Design mem_port_bridge, sky130hd; sources not shown.
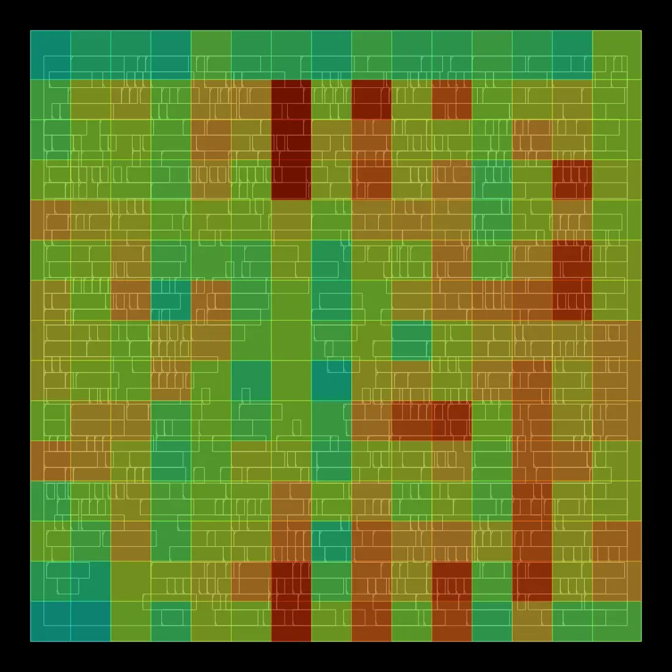
Figure 1: routing congestion map.
GRT met2 Usage: 0.416
Util after Layout: 0.760

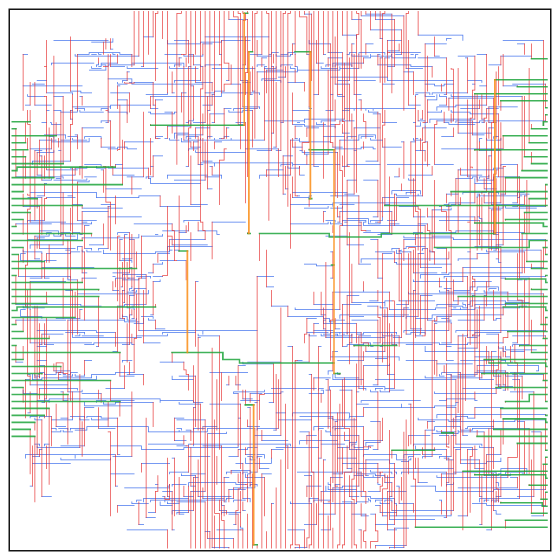
Figure 2: metal layers overlaid.
orange -> metal 4  # wire length 206 um
green -> metal 3  # wire length 987 um
red -> metal 2  # wire length 6460 um
blue -> metal 1  # wire length 4480 um
routed len/inst: 15.2 um
gr usage total: 0.227
final WL: 12100 um

==> results.cfg <==
; generated from flow reports
[cells_and_area]
largest_class = non-clock buffers
clock_buffers = 9
inverters_excl_clock = 10
clk_share = 0.0362
seq_cell_count = 101
final_layout_size_suffix_gt1_frac = 0.201
logic_area_um2 = 1260
nNonClkBuffers = 216
buffer_area_frac = 0.429
fin_area_um2 = 7460
syn_to_final_growth_pct = 87.6
regArea_um2 = 2530
seq_area_frac = 0.339

[critical_path]
crit_arrival_ps = 1110
ff2ff_path_depth = 5
path_common_cell = inv_2
critPathKind = register to output pin
critPathRequiredTime_ps = 1220
crit_path_top_delay_cell = dfrtp_1
crit_buf_inv = 3
crit_path_cell_trace = inv_2 -> nand2_1 -> inv_2 -> buf_12

[detailed_routing]
drc = 0
drt_pass1_iterations = 4
vias_per_cell = 4.60
vias = 3665
top_layer = met4
drtIter0Drc = 151

[final_timing]
finalMaxSlewViolations = 0
holdWs_ps = 486
hold_violations = 0
period_used_share = 0.930
rsz0062_at_grt = false

[global_route]
met1_usage = 0.248
grt_remaining_overflow = 0
grt_pass1_vias = 3814

[place]
dpl_worst_slack_ps = -133
dp.cells = 779
dp_hpwl_um = 9360
port_buffers = 204
place_area_um2 = 7180

[synth]
synth.cellmix.adderShare = 0
top_cells_by_area = dfrtp_1, nand2_1, nand3_1, buf_2, buf_4
top_area_cell = dfrtp_1
syn-mean-instance-area_um2 = 8.75
ys_seq_share = 0.635
synth_compound_gate_area_share = 0.00692
yosys.area_share.simple = 0.306
logic_family = simple AND/OR/NAND/NOR gates
ys_warn_count = 0
ff_type = dfrtp_1
top_area_frac = 0.635
synthXorXnorAreaFrac = 0

[clocking]
cts_resized = 0
cts-buffers-inserted = 9
clock-root-buffer = clkbuf_16
cts_hold_buffers = 1
cts.sinks = 101
clockBufferDepth = 2
cts_tree = yes

[power_and_ir_drop]
p_sw_frac = 0.461
pwr-share-comb = 0.630
powerClk_mw = 1.86
power_switching_mw = 8.30
internal_power_mw = 9.72
p_comb_mw = 11.3

[worst_hold_path]
min_path_type = register to register
min_delay_path_depth = 2

[run_status]
outcome = complete, no violations

[flow_run]
maxCapViolations = 0
warning_count = 28

[die]
initCoreUtil = 0.405
nWellTaps = 133
core_um2 = 9820
rows = 36
ios = 210
die-area_um2 = 11000
Power and IR drop assume default switching activity.
